--- config.mk ---
export PLATFORM = sky130hd
export DESIGN_NAME = icache_line_refill
export DESIGN_NICKNAME = d
export VERILOG_FILES = /design/src/rtl/icache_line_refill.sv
export SDC_FILE = /design/constraint.sdc
export NUM_CORES = 1
export LEC_CHECK = 0
export CAP_MARGIN = 5
export CELL_PAD_IN_SITES_DETAIL_PLACEMENT = 1
export CELL_PAD_IN_SITES_GLOBAL_PLACEMENT = 1
export CORE_ASPECT_RATIO = 0.6
export CORE_UTILIZATION = 30
export DETAILED_ROUTE_END_ITERATION = 6
export PLACE_DENSITY_LB_ADDON = 0.08
export SYNTH_ARGS = -nofsm -noshare
export SYNTH_HDL_FRONTEND = slang
export SYNTH_SLANG_ARGS = --single-unit
--- constraint.sdc ---
create_clock -name clk -period 10.4 [get_ports clk]
set_clock_uncertainty 0.2 [all_clocks]
set_input_delay 2.08 -clock clk [delete_from_list [all_inputs] [get_ports clk]]
set_output_delay 2.08 -clock clk [all_outputs]
set_load 0.02 [all_outputs]
--- src/rtl/icache_line_refill.sv ---
// I-cache refill engine: one 4-beat read burst per miss, assembled into a line and written to the data RAM in one cycle.
// Optional critical-word-first wrap burst and early word forwarding when ICACHE_REFILL_CWF_EN is defined.
module icache_line_refill #(
   parameter int INDEX_WIDTH    = 7,
   parameter int WORD_WIDTH     = 32,
   parameter int WORDS_PER_LINE = 4
) (
   input  logic                                  clk,
   input  logic                                  reset,
   input  logic                                  req_valid,
   output logic                                  req_ready,
   input  logic [31:0]                           req_paddr,
   output logic                                  ar_valid,
   input  logic                                  ar_ready,
   output logic [31:0]                           ar_addr,
   output logic [3:0]                            ar_len,
   output logic [1:0]                            ar_burst,
   input  logic                                  r_valid,
   output logic                                  r_ready,
   input  logic [WORD_WIDTH-1:0]                 r_data,
   input  logic                                  r_last,
   output logic [INDEX_WIDTH-1:0]                ram_addr,
   output logic [WORD_WIDTH*WORDS_PER_LINE/8-1:0] ram_strobe,
   output logic [WORD_WIDTH*WORDS_PER_LINE-1:0]  ram_wdata,
   output logic                                  done,
   output logic                                  err
`ifdef ICACHE_REFILL_CWF_EN
   ,
   output logic                                  crit_valid,
   output logic [WORD_WIDTH-1:0]                 crit_data
`endif
);

   localparam int PTR_W = $clog2(WORDS_PER_LINE);
   localparam int CNT_W = PTR_W + 1;

   typedef enum logic [1:0] {
      IDLE  = 2'd0,
      ADDR  = 2'd1,
      DATA  = 2'd2,
      WRITE = 2'd3
   } state_t;

   state_t                                    state_q;
   state_t                                    state_d;
   logic [31:0]                               paddr_q;
   logic [WORDS_PER_LINE-1:0][WORD_WIDTH-1:0] line_q;
   logic [PTR_W-1:0]                          w_q;
   logic [CNT_W-1:0]                          cnt_q;
   logic                                      err_q;

   logic                                      beat;
   logic                                      final_beat;
   logic                                      beat_last;
   logic                                      beat_err;
   logic [PTR_W-1:0]                          w_init;

   assign beat       = (state_q == DATA) && r_valid;
   assign final_beat = (cnt_q == CNT_W'(WORDS_PER_LINE - 1));
   // A beat ends the burst either on r_last or as the 4th beat; any disagreement between the two is an error.
   assign beat_last  = r_last || final_beat;
   assign beat_err   = (r_last != final_beat);

   assign ar_len = 4'(WORDS_PER_LINE - 1);
   assign err    = err_q;

`ifdef ICACHE_REFILL_CWF_EN
   logic unused_addr_bits;
   assign unused_addr_bits = ^paddr_q[1:0];
   assign w_init   = req_paddr[PTR_W+1:2];
   assign ar_addr  = {paddr_q[31:2], 2'b00};
   assign ar_burst = 2'b10;
   assign crit_valid = beat && (cnt_q == '0);
   assign crit_data  = crit_valid ? r_data : '0;
`else
   logic unused_addr_bits;
   assign unused_addr_bits = ^paddr_q[3:0];
   assign w_init   = '0;
   assign ar_addr  = {paddr_q[31:4], 4'b0000};
   assign ar_burst = 2'b01;
`endif

   always_comb begin
      state_d    = state_q;
      req_ready  = 1'b0;
      ar_valid   = 1'b0;
      r_ready    = 1'b0;
      done       = 1'b0;
      ram_addr   = '0;
      ram_strobe = '0;
      ram_wdata  = '0;
      case (state_q)
         IDLE: begin
            req_ready = 1'b1;
            if (req_valid) begin
               state_d = ADDR;
            end
         end
         ADDR: begin
            ar_valid = 1'b1;
            if (ar_ready) begin
               state_d = DATA;
            end
         end
         DATA: begin
            r_ready = 1'b1;
            if (r_valid && beat_last) begin
               state_d = WRITE;
            end
         end
         WRITE: begin
            done       = 1'b1;
            ram_addr   = paddr_q[INDEX_WIDTH+3:4];
            ram_strobe = '1;
            ram_wdata  = line_q;
            state_d    = IDLE;
         end
         default: begin
            state_d = IDLE;
         end
      endcase
   end

   always_ff @(posedge clk or posedge reset) begin
      if (reset) begin
         state_q <= IDLE;
         paddr_q <= '0;
         line_q  <= '0;
         w_q     <= '0;
         cnt_q   <= '0;
         err_q   <= 1'b0;
      end else begin
         state_q <= state_d;
         if ((state_q == IDLE) && req_valid) begin
            paddr_q <= req_paddr;
            err_q   <= 1'b0;
            cnt_q   <= '0;
            w_q     <= w_init;
         end
         // Words not delivered by a short burst keep whatever the buffer held before.
         if (beat) begin
            line_q[w_q] <= r_data;
            w_q         <= w_q + PTR_W'(1);
            cnt_q       <= cnt_q + CNT_W'(1);
            if (beat_err) begin
               err_q <= 1'b1;
            end
         end
      end
   end

   ar_addr_stable: assert property (@(posedge clk) disable iff (reset)
      (ar_valid && !ar_ready) |=> (ar_valid && $stable(ar_addr)));

   strobe_only_on_done: assert property (@(posedge clk) disable iff (reset)
      ((|ram_strobe) == done));

   ready_only_idle: assert property (@(posedge clk) disable iff (reset)
      !(req_ready && (ar_valid || r_ready || done)));

endmodule

==> ds_physical_params.txt, run 1 <==
Physical implementation characteristics

Parameter                              Value

Power
  Leakage component of the power .................. 5.149 nW
  Total power .................. 3.309 mW
  Combinational share of power .................. 48.0%
  Switching power total .................. 1.122 mW
  Max power group .................. combinational logic
  Combinational gate power .................. 1.59 mW
  Power share of the sequential group .................. 33.5%

Place
  Total half-perimeter wirelength after legalization and detailed placement .................. 13,740 um
  Final estimated routing congestion in global placement .................. 0.7040
  PortBufs .................. 249
  Placement Cell Area .................. 10,540 um^2
  Setup slack at placement .................. 5.434 ns

Finish
  Comb area .................. 3438 um^2
  Top cells excl fill/tap .................. 249 x clkdlybuf4s50_1, 164 x dfrtp_1, 135 x and2_1
  Proportion of layout cells with a drive suffix above 1 .................. 24.43%
  Antenna diode instance count .................. 0
  Number of nets in the final layout .................. 859
  Filler cell count .................. 2,729
  Storage element area .................. 4104 um^2

Run
  Number of warnings in the stage logs .................. 36

Logic synthesis
  Yosys chip area .................. 8061 um^2
  Netlist area before placement .................. 8061 um^2
  Flip-flops with a built-in enable .................. 0
  Synthesized area per cell .................. 14.50 um^2
  XOR/XNOR Area Share .................. 0%
  Post-Synth AOI/OAI Area .................. 0.8381%
  Fraction of registers with async set or reset after synthesis .................. 100.0%
  Count of cell types in the netlist .................. 21
  Primary FF master, synth .................. dfrtp_1
  Proportion of synthesized area in mux cells .................. 27.52%

Setup path
  Type of destination of the critical path .................. output pin
  Startpoint of the worst register-to-register path .................. state_q[0]
  Register-to-register path setup slack .................. 8.16 ns
  Worst setup path startpoint .................. state_q[0]
  CP Data Arrival Time .................. 3.04 ns
  Largest delay contributor family on the critical path .................. buffers and inverters
  Required time of the critical path .................. 8.12 ns
  End of the worst register-to-register path .................. line_q[55]
  Startpoint type of the worst setup path .................. flop
  End of the critical path .................. ram_wdata[52]

Timing
  Setup tns final .................. 0 ns
  Minimum period implied by the final worst setup slack .................. 5.316 ns
  Pins Over Slew Limit .................. 0
  Worst slew pin tran .................. 0.9527 ns
  Post-layout period usage .................. 51.11%
  Maximum frequency from static timing analysis .................. 188.1 MHz

Clocking
  Worst-path clk slew .................. 0.06 ns
  Clock latency at the later pin of the worst-skew pair .................. 0.43 ns
  Number of buffers between clock root and the deepest sink .................. 2
  Clock sink total .................. 164
  Hold-fix buffer count after cts .................. 0
  Clock tree from TritonCTS .................. built
  Total clock buffers created by CTS .................. 17

GRT
  Pin count of the biggest net entering global routing .................. 94
  Total congestion overflow .................. 0
  Via count of the first global-routing pass .................. 5,464
  Initial antenna violation count .................. 0
  Wire length of the first global-routing pass .................. 33,060 um

Floorplanning
  I/O pin count .................. 264
  Die Area .................. 27,550 um^2

Routing
  Per-cell via count in the routed design .................. 4.272
  First-iteration detailed-routing DRC count .................. 200
  Overall routed net length .................. 21,150 um

Hold path
  Worst min-delay path category .................. reg2reg
  Number of cells on the worst hold path .................. 2
  Worst Hold Launch .................. cnt_q[2]

Run status
  Outcome .................. finished, final reports clean
[run 1: cell type report]
cell class	count	share of cell area, %
Sequential cell	164	36.89
Inverter	9	0.3487
Clock buffer	27	4.611
Clock inverter	4	0.4049
Timing Repair Buffer	252	22.79
Tap cell	360	4.049
Multi-Input combinational cell	334	30.91
[run 1: metal layers]
| layer | vias up | global-route usage [%] | share of wire, % |
|---|---|---|---|
| li1 | 2248 | - | - |
| met1 | 2516 | 21.63 | 48 |
| met2 | 131 | 23.36 | 44 |
| met3 | 18 | 7.103 | 7.7 |
| met4 | 0 | 4.538 | 1.0 |
| met5 | - | 0 | 0 |
[run 1: sequential cells by signal, indices dropped and copies added, names as in the netlist]
| name | cells |
|---|---|
| line_q | 128 |
| paddr_q | 28 |
| cnt_q | 3 |
| state_q | 2 |
| w_q | 2 |
| err | 1 |
Figure 1. Floorplan with the power grid (run 1).
The bar under the picture is 50 um long. Pins as bars on the die edge.
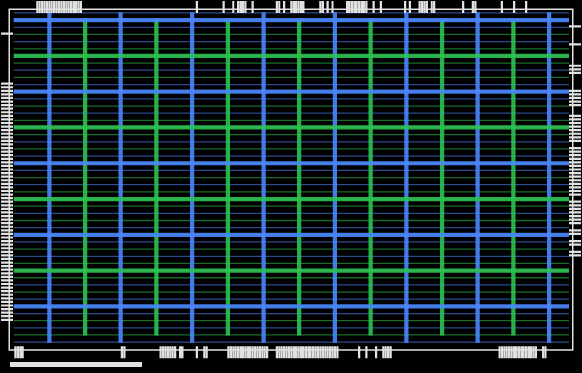
- blue: VSS
- green: VDD
- rows: 46
- met4 straps: 15
DIE WIDTH: 213.6 um
Peak VDD IR: 0.1049 mV
die height: 129.0 um

Figure 2. Cell area per tile (run 1).
The bar under the picture is 50 um long. 21 x 13 tiles, from black (low) to pale yellow (high), 0 to 100% covered.
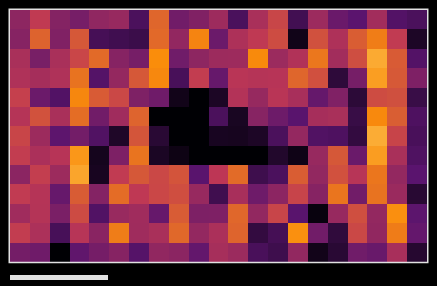
- nearly empty tiles: 4.0%
- fullest tile: 82%
- mean over tiles: 39%
- emptiest ninth of the die: centre
- tiles over 75% full: 3.3%
post-route core utilization: 42.11%
core area: 26,420 um^2
initial core utilization: 30.52%

Figure 3. Track usage over the die (run 1).
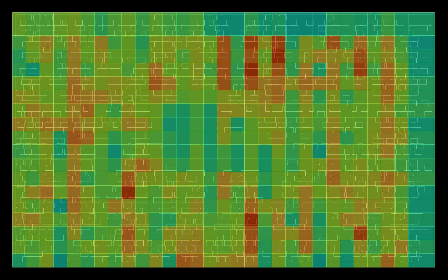
total routing resource utilization after global routing: 16.12%
met3 Track Usage GR: 7.103%
routing layer with the top usage in global route: met2

Figure 4. Port wiring (run 1).
The bar under the picture is 50 um long.
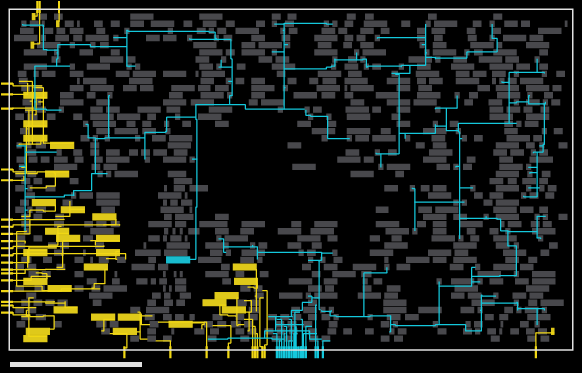

## Run 2: what changed since run 1
clock period = 5.3 ns   (was 10.4 ns; I/O delays follow)
Figure 5. Port wiring (run 2).
The bar under the picture is 50 um long.
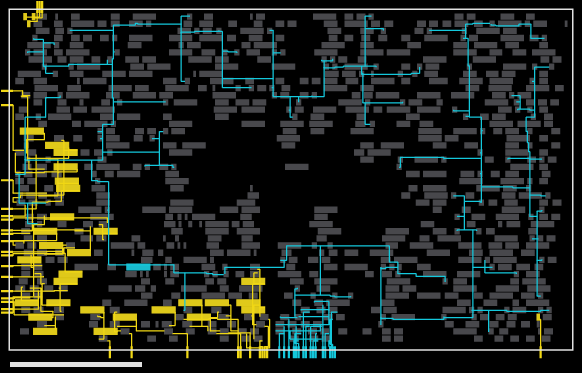
- yellow: `ar_addr` (bits 32; direction output; edge 18 left, 11 bottom, 3 top; end cells 32; buffers 28; wire 1,090 um)
- cyan: `ram_strobe` (bits 16; direction output; edge bottom; end cells 1; buffers 17; wire 1,700 um)
I/O pin count: 264
PortBufs: 249

==> ds_physical_params.txt, run 2 <==
Physical implementation characteristics

Parameter                              Value

Run status
  Outcome .................. finished, final reports clean (unchanged)

Finish
  Filler cell count .................. 2,708 (was 2,729)
  Largest reg by FF count .................. line_q (unchanged)
  Top cells excl fill/tap .................. 249 x clkdlybuf4s50_1, 164 x dfrtp_1, 135 x and2_1 (unchanged)

Logic synthesis
  Primary FF master, synth .................. dfrtp_1 (unchanged)
  Yosys chip area .................. 8061 um^2 (unchanged)
  Fraction of registers with async set or reset after synthesis .................. 100.0% (unchanged)
  Count of cell types in the netlist .................. 21 (unchanged)
  Flip-flops with a built-in enable .................. 0 (unchanged)
  Netlist area before placement .................. 8061 um^2 (unchanged)

Setup path
  End of the critical path .................. ram_strobe[0] (was ram_wdata[52])
  Required time of the critical path .................. 4.04 ns (was 8.12 ns)
  Startpoint type of the worst setup path .................. flop (unchanged)
  Register-to-register path setup slack .................. 3.07 ns (was 8.16 ns)
  End of the worst register-to-register path .................. line_q[66] (was line_q[55])

Power
  Peak VDD IR .................. 0.2387 mV (was 0.1049 mV)
  Power share of the sequential group .................. 33.8% (was 33.5%)
  Combinational gate power .................. 3.12 mW (was 1.59 mW)
  Max power group .................. combinational logic (unchanged)
  Leakage component of the power .................. 5.150 nW (was 5.149 nW)
  Switching power total .................. 2.210 mW (was 1.122 mW)

Clocking
  Worst-path clk slew .................. 0.06 ns (about the same)
  Clock latency at the later pin of the worst-skew pair .................. 0.44 ns (was 0.43 ns)
  Clock sink total .................. 164 (unchanged)
  Total clock buffers created by CTS .................. 17 (unchanged)

Floorplanning
  Die Area .................. 27,550 um^2 (unchanged)
  Core area .................. 26,420 um^2 (unchanged)
  DIE WIDTH .................. 213.6 um (unchanged)

GRT
  Total routing resource utilization after global routing .................. 16.11% (was 16.12%)
  Initial antenna violation count .................. 0 (unchanged)
  GR met1 Demand/Resource .................. 20.84% (was 21.63%)
  Total congestion overflow .................. 0 (unchanged)
  Pin count of the biggest net entering global routing .................. 138 (was 94)
  Via count of the first global-routing pass .................. 5,520 (was 5,464)

Timing
  Worst slew pin tran .................. 1.223 ns (was 0.9527 ns)
  Pins Over Slew Limit .................. 0 (unchanged)

Hold path
  Worst min-delay path category .................. reg2reg (unchanged)

Routing
  Uppermost signal routing layer after detailed routing .................. met4 (unchanged)
  First-iteration detailed-routing DRC count .................. 186 (was 200)
  Overall routed net length .................. 21,180 um (was 21,150 um)
  WL met1 .................. 9495 um (was 10,080 um)
  Per-cell via count in the routed design .................. 4.266 (was 4.272)

Place
  Final estimated routing congestion in global placement .................. 0.7103 (was 0.7040)
  Placement Cell Area .................. 10,560 um^2 (was 10,540 um^2)

Run
  Number of warnings in the stage logs .................. 38 (was 36)
Figure 6. Floorplan with the power grid (run 2).
The bar under the picture is 50 um long. Pins as bars on the die edge.
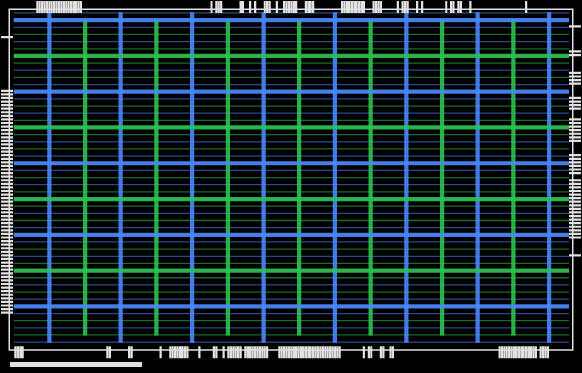
- green: VDD
- blue: VSS
- met4 straps: 15
- met5 straps: 9
- signal pins: 264
- rows: 46
- met1 rails: 47

run 2: cell counts after synthesis:
Identical to the previous run, type by type.
run 2: cell type report:
class	instances	area share [%]
repair buffers	253	22.96
multi-input cells	334	30.90
clock inverters	4	0.1799
flip-flops and latches	164	36.88
clock buffers	27	4.700
inverters	9	0.3373
well taps	360	4.048
run 2: cells by family (layout without fill, tap and decap cells):
family                   after synthesis  count (layout)  share of synthesized area (%)
flip-flops                           164             164                          50.91
multiplexers                         157             157                          27.52
AND/OR/NAND/NOR                      147             147                          11.97
buffers and inverters                 66             293                          6.969
adder cells (fa/ha/maj)               11              11                          1.707
AND-OR/OR-AND                          9               9                         0.8382
other                                  2              10                        0.09316
Power figures rest on the tool's default switching activity, not on a simulated workload.
